[src/rtl/seq_mult_pkg.sv]
// Shared types and helpers for the iterative array multiplier.
package seq_mult_pkg;

    typedef enum logic [1:0] {
        IDLE = 2'd0,
        RUN  = 2'd1,
        DONE = 2'd2
    } mult_state_t;

    localparam int DEFAULT_WIDTH = 8;

    // Width of the row counter; one bit minimum so WIDTH=2 still has a counter.
    function automatic int cnt_width(input int width);
        if (width <= 2) begin
            return 1;
        end else begin
            return $clog2(width);
        end
    endfunction

endpackage

[src/rtl/seq_array_multiplier_row.sv]
// One row of an unsigned array multiplier: partial sum plus gated multiplicand.
module array_mult_row
    import seq_mult_pkg::*;
#(
    parameter int WIDTH = DEFAULT_WIDTH
) (
    input  logic [WIDTH-1:0] a,
    input  logic             b_bit,
    input  logic [WIDTH-1:0] s_in,
    output logic [WIDTH:0]   s_out
);

    logic [WIDTH-1:0] gated_s;

    // Gate the multiplicand by the current multiplier bit and add with carry-out kept.
    always_comb begin
        gated_s = a & {WIDTH{b_bit}};
        s_out   = {1'b0, s_in} + {1'b0, gated_s};
    end

endmodule

[src/rtl/seq_array_multiplier.sv]
// Iterative WIDTH x WIDTH unsigned multiplier: one array row per clock,
// product returned with a one-cycle done pulse.
module seq_array_multiplier
    import seq_mult_pkg::*;
#(
    parameter int WIDTH = DEFAULT_WIDTH
) (
    input  logic               clk,
    input  logic               rst,
    input  logic               start,
    input  logic [WIDTH-1:0]   A,
    input  logic [WIDTH-1:0]   B,
    output logic               busy,
    output logic               done,
    output logic [2*WIDTH-1:0] P
);

    localparam int CNT_W = cnt_width(WIDTH);
    localparam logic [CNT_W-1:0] CNT_ZERO = CNT_W'(0);
    localparam logic [CNT_W-1:0] CNT_ONE  = CNT_W'(1);
    localparam logic [CNT_W-1:0] CNT_LAST = CNT_W'(WIDTH - 1);

    // Architectural state. The accumulator holds the shifted partial sum; the
    // row carry-out lands in its MSB after each shift, so WIDTH bits suffice.
    mult_state_t        state_r, state_s;
    logic [WIDTH-1:0]   a_r, a_s;
    logic [WIDTH-1:0]   b_r, b_s;
    logic [WIDTH-1:0]   acc_r, acc_s;
    logic [WIDTH-1:0]   lo_r, lo_s;
    logic [CNT_W-1:0]   cnt_r, cnt_s;
    logic               busy_r, busy_s;
    logic               done_r, done_s;
    logic [2*WIDTH-1:0] p_r, p_s;

    logic [WIDTH:0]     row_sum_s;

    array_mult_row #(
        .WIDTH (WIDTH)
    ) u_row (
        .a     (a_r),
        .b_bit (b_r[cnt_r]),
        .s_in  (acc_r),
        .s_out (row_sum_s)
    );

    // Next-state, datapath and registered-output decode.
    always_comb begin
        state_s = state_r;
        a_s     = a_r;
        b_s     = b_r;
        acc_s   = acc_r;
        lo_s    = lo_r;
        cnt_s   = cnt_r;
        p_s     = p_r;
        case (state_r)
            IDLE: begin
                if (start) begin
                    a_s     = A;
                    b_s     = B;
                    acc_s   = {WIDTH{1'b0}};
                    lo_s    = {WIDTH{1'b0}};
                    cnt_s   = CNT_ZERO;
                    state_s = RUN;
                end else begin
                    state_s = IDLE;
                end
            end
            RUN: begin
                acc_s = row_sum_s[WIDTH:1];
                lo_s  = {row_sum_s[0], lo_r[WIDTH-1:1]};
                cnt_s = cnt_r + CNT_ONE;
                if (cnt_r == CNT_LAST) begin
                    // Final row: publish the product on the DONE-entry edge.
                    state_s = DONE;
                    p_s     = {row_sum_s[WIDTH:1], row_sum_s[0], lo_r[WIDTH-1:1]};
                end else begin
                    state_s = RUN;
                end
            end
            DONE: begin
                state_s = IDLE;
            end
            default: begin
                state_s = IDLE;
            end
        endcase
        busy_s = (state_s != IDLE);
        done_s = (state_s == DONE);
    end

    // State and datapath registers with synchronous reset.
    always_ff @(posedge clk) begin
        if (rst) begin
            state_r <= IDLE;
            a_r     <= {WIDTH{1'b0}};
            b_r     <= {WIDTH{1'b0}};
            acc_r   <= {WIDTH{1'b0}};
            lo_r    <= {WIDTH{1'b0}};
            cnt_r   <= CNT_ZERO;
            busy_r  <= 1'b0;
            done_r  <= 1'b0;
            p_r     <= {(2*WIDTH){1'b0}};
        end else begin
            state_r <= state_s;
            a_r     <= a_s;
            b_r     <= b_s;
            acc_r   <= acc_s;
            lo_r    <= lo_s;
            cnt_r   <= cnt_s;
            busy_r  <= busy_s;
            done_r  <= done_s;
            p_r     <= p_s;
        end
    end

    assign busy = busy_r;
    assign done = done_r;
    assign P    = p_r;

endmodule

[config.mk]
export PLATFORM = sky130hd
export DESIGN_NAME = seq_array_multiplier
export DESIGN_NICKNAME = d
export VERILOG_FILES = /design/src/rtl/seq_mult_pkg.sv /design/src/rtl/seq_array_multiplier_row.sv /design/src/rtl/seq_array_multiplier.sv
export SDC_FILE = /design/constraint.sdc
export NUM_CORES = 1
export LEC_CHECK = 0
export ABC_AREA = 1
export CAP_MARGIN = 20
export CORE_ASPECT_RATIO = 0.8
export CORE_MARGIN = 1.5
export CORE_UTILIZATION = 57
export CTS_BUF_LIST = sky130_fd_sc_hd__clkbuf_8 sky130_fd_sc_hd__clkbuf_16
export DETAILED_ROUTE_END_ITERATION = 8
export GPL_ROUTABILITY_DRIVEN = 0
export PLACE_DENSITY = 0.95
export SLEW_MARGIN = 20
export SYNTH_ARGS = -nofsm -noshare
export SYNTH_HDL_FRONTEND = slang
export SYNTH_SLANG_ARGS = --single-unit
[constraint.sdc]
create_clock -name clk -period 6.7 [get_ports clk]
set_input_delay 0.67 -clock clk [delete_from_list [all_inputs] [get_ports clk]]
set_output_delay 0.67 -clock clk [all_outputs]
set_load 0.05 [all_outputs]
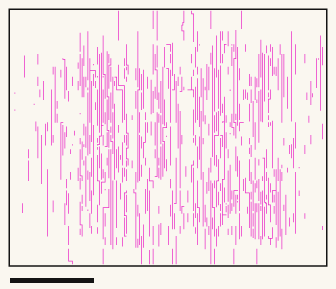
**Above:** M2 wires.
Bar = 20 µm.
316 nets have wire on it. The wires run mostly vertical. The longest straight run is 26.5 µm. The layer holds 50% of the routed length.

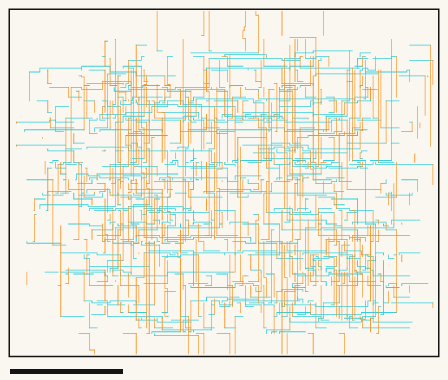
**Above:** wiring by layer.
Bar = 20 µm. Two of the layers only.
metal 1: shown in cyan, wire length 2180 µm. metal 2: shown in orange, wire length 2470 µm.

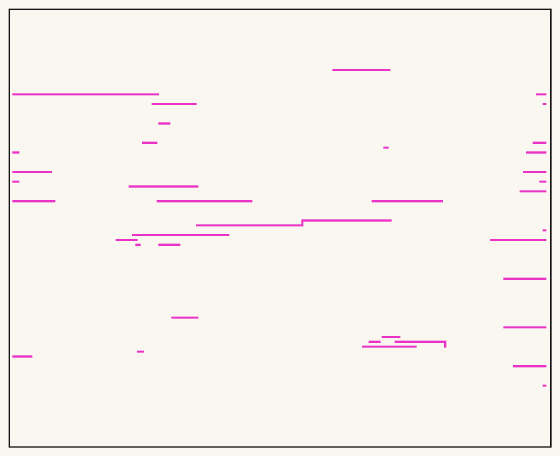
**Above:** metal 3.
The wires run mostly horizontal. The layer holds 3.9% of the routed length. 32 nets have wire on it. The longest straight run is 20.2 µm. The layer carries 190 µm of wire.

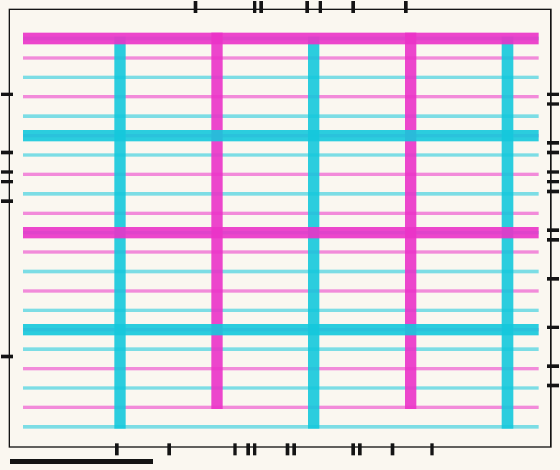
**Above:** PDN straps and rails.
Bar = 20 µm. Pins as bars on the die edge.
VSS: shown in cyan. VDD: shown in magenta.
4 straps on met5. 5 straps on met4. 37 signal pins sit on the boundary.
die height: 61.1 µm
Max VDD drop: 0.131 mV
core area: 0.00393 mm²

-- synth_stat cells (2+ instances only) --
library cell   n  area share (%)
nand2_1       85              13
dfxtp_1       54              45
nor2_1        37             5.8
a21oi_1       30             6.2
inv_1         25             3.9
o21ai_0       21             4.4
nand3_1       19             4.0
ha_1          10             5.2
clkbuf_1       5            0.78
buf_6          4             1.9
inv_2          4            0.62
buf_2          3            0.62
o211ai_1       3            0.94
o21a_1         3            0.94
nand2_2        2            0.52
nand3b_1       2            0.62
nor2_2         2            0.52
nor2_4         2            0.94
o21ai_1        2            0.42
-- cell type report --
type / count / area (µm²)
multi-input combinational: 225 / 1120
clock buffer: 6 / 82.6
tap: 55 / 68.8
clock inverter: 2 / 38.8
fill: 330 / 1070
sequential: 54 / 1080
timing repair buffer: 36 / 360
inverter: 29 / 109
-- flip-flops by register name, summed over array words and instances (netlist names) --
register,count
lo_r,7
busy,1
acc_r,8
cnt_r,3
done,1
a_r,8
b_r,8
state_r,2
P,16
-- tightest hold or removal path: stages (launching register included) --
cell and delay, ns:
dfxtp_1 0.31, inv_1 0.06, a21oi_1 0.05
-- metal layers --
layer | part of all wire [%] | vias up
met5 | 0 | -
met4 | 1.2 | 0
met3 | 3.9 | 9
met2 | 50 | 52
met1 | 44 | 998
li1 | - | 1087
-- metrics by stage --
step	cell area (µm²)	setup slack [ns]	power, W	hold WS, ns
after global placement	2740	3.84	0.000409	0.443
final	2860	4.04	0.000636	0.458
after CTS	2860	4.07	0.000636	0.459
after detailed placement	2740	3.80	0.000411	0.447
after global routing	2860	3.85	0.000660	0.488
after floorplan	2410	4.50	0.000394	0.430
==> reports/metrics.cfg <==
[run_status]
status = finished, final reports clean

[drt]
drt_iter0_markers = 120
drt_wl_total_um = 4900
vias = 2146
avgRoutedWirePerCell_um = 12.0
vias_per_cell = 5.27

[synth]
ys_sh_mux_pct = 0
netlist_instances = 322
ys.flops = 54
synth_cell_types = 28
ff_type = dfxtp_1
xor_share_pct = 0.364
ys_chip_area_mm2 = 0.00241
netlist_area_mm2 = 0.00241
seq_area_frac_synth_pct = 44.9
synth-edff-count = 0
fa_ha_area_share_pct = 6.03
syn_nets = 352
ys_sh_simple_pct = 25.8
synthArstFlopShare_pct = 0
yosys_cells = 322

[clock_network]
clkLatencyLatePin_ns = 0.31
cts_hold_buffers = 0
path_clk_slew_ns = 0.09
htree_levels = 2
tritoncts = yes
ctsResizeCount = 0
cts_buffers = 5
cts_sinks = 54

[final_layout]
final_net_count = 381
utilization_pct = 72.9
antenna_cells = 0
final_cells = 407

[floorplanning]
fp_util_pct = 61.2
chip_area_mm2 = 0.00462
ioPinCount = 37
rows = 20

[final_timing]
fin_crit_sh_pct = 39.7
slew_viol_final = 0
post-route-min-period_ns = 2.66
setup_tns_ns = 0
maxSlewHeadroom_pct = 36.0
hold_viol = 0

[global_route]
grt_max_degree = 32
met2_usage_pct = 43.7
grt_pass1_vias = 1975
grt_use_met1_pct = 27.1
grt_pass1_wl_um = 8250

[critical_path]
timing.critical_path.from = rst
worstSetupPathType = in -> reg
rr_startpoint = cnt_r[0]
required_ns = 6.90
r2r_setup_slack_ns = 4.07
worstReg2RegEnd = acc_r[7]
path_max_fanout = 31
path_common_cell = inv_1
critPathSlowestCell = clkdlybuf4s50_1
cp.depth = 5
crit_arrival_ns = 2.86
rr_worst_depth = 15
slowest_delay_ns = 1.10
crit_chain = clkdlybuf4s50_1 > inv_1 > o21ai_0 > o21bai_1 > inv_1
worstSetupEndpointType = flip-flop
path_buffers = 3
crit_family = buffers and inverters
crit_path_end = P[15]

[run]
maxCapViolations = 0
warnings = 26

[power]
p_clk_w = 0.000230
power_density_mw_per_mm2 = 222
combPwrFrac_pct = 10.7
switching_power_w = 0.000155
seq_power_share_pct = 53.1
comb_power_w = 0.0000683
clkPwrFrac_pct = 36.2
maxPowerGroup = registers

[min_path]
hold_path_depth = 2
hp-start = a_r[6]
hold_path_end = a_r[6]
min_path_type = reg -> reg

[place]
placed_cells = 399
hpwl_um = 3330

Power figures rest on the tool's default switching activity, not on a simulated workload.
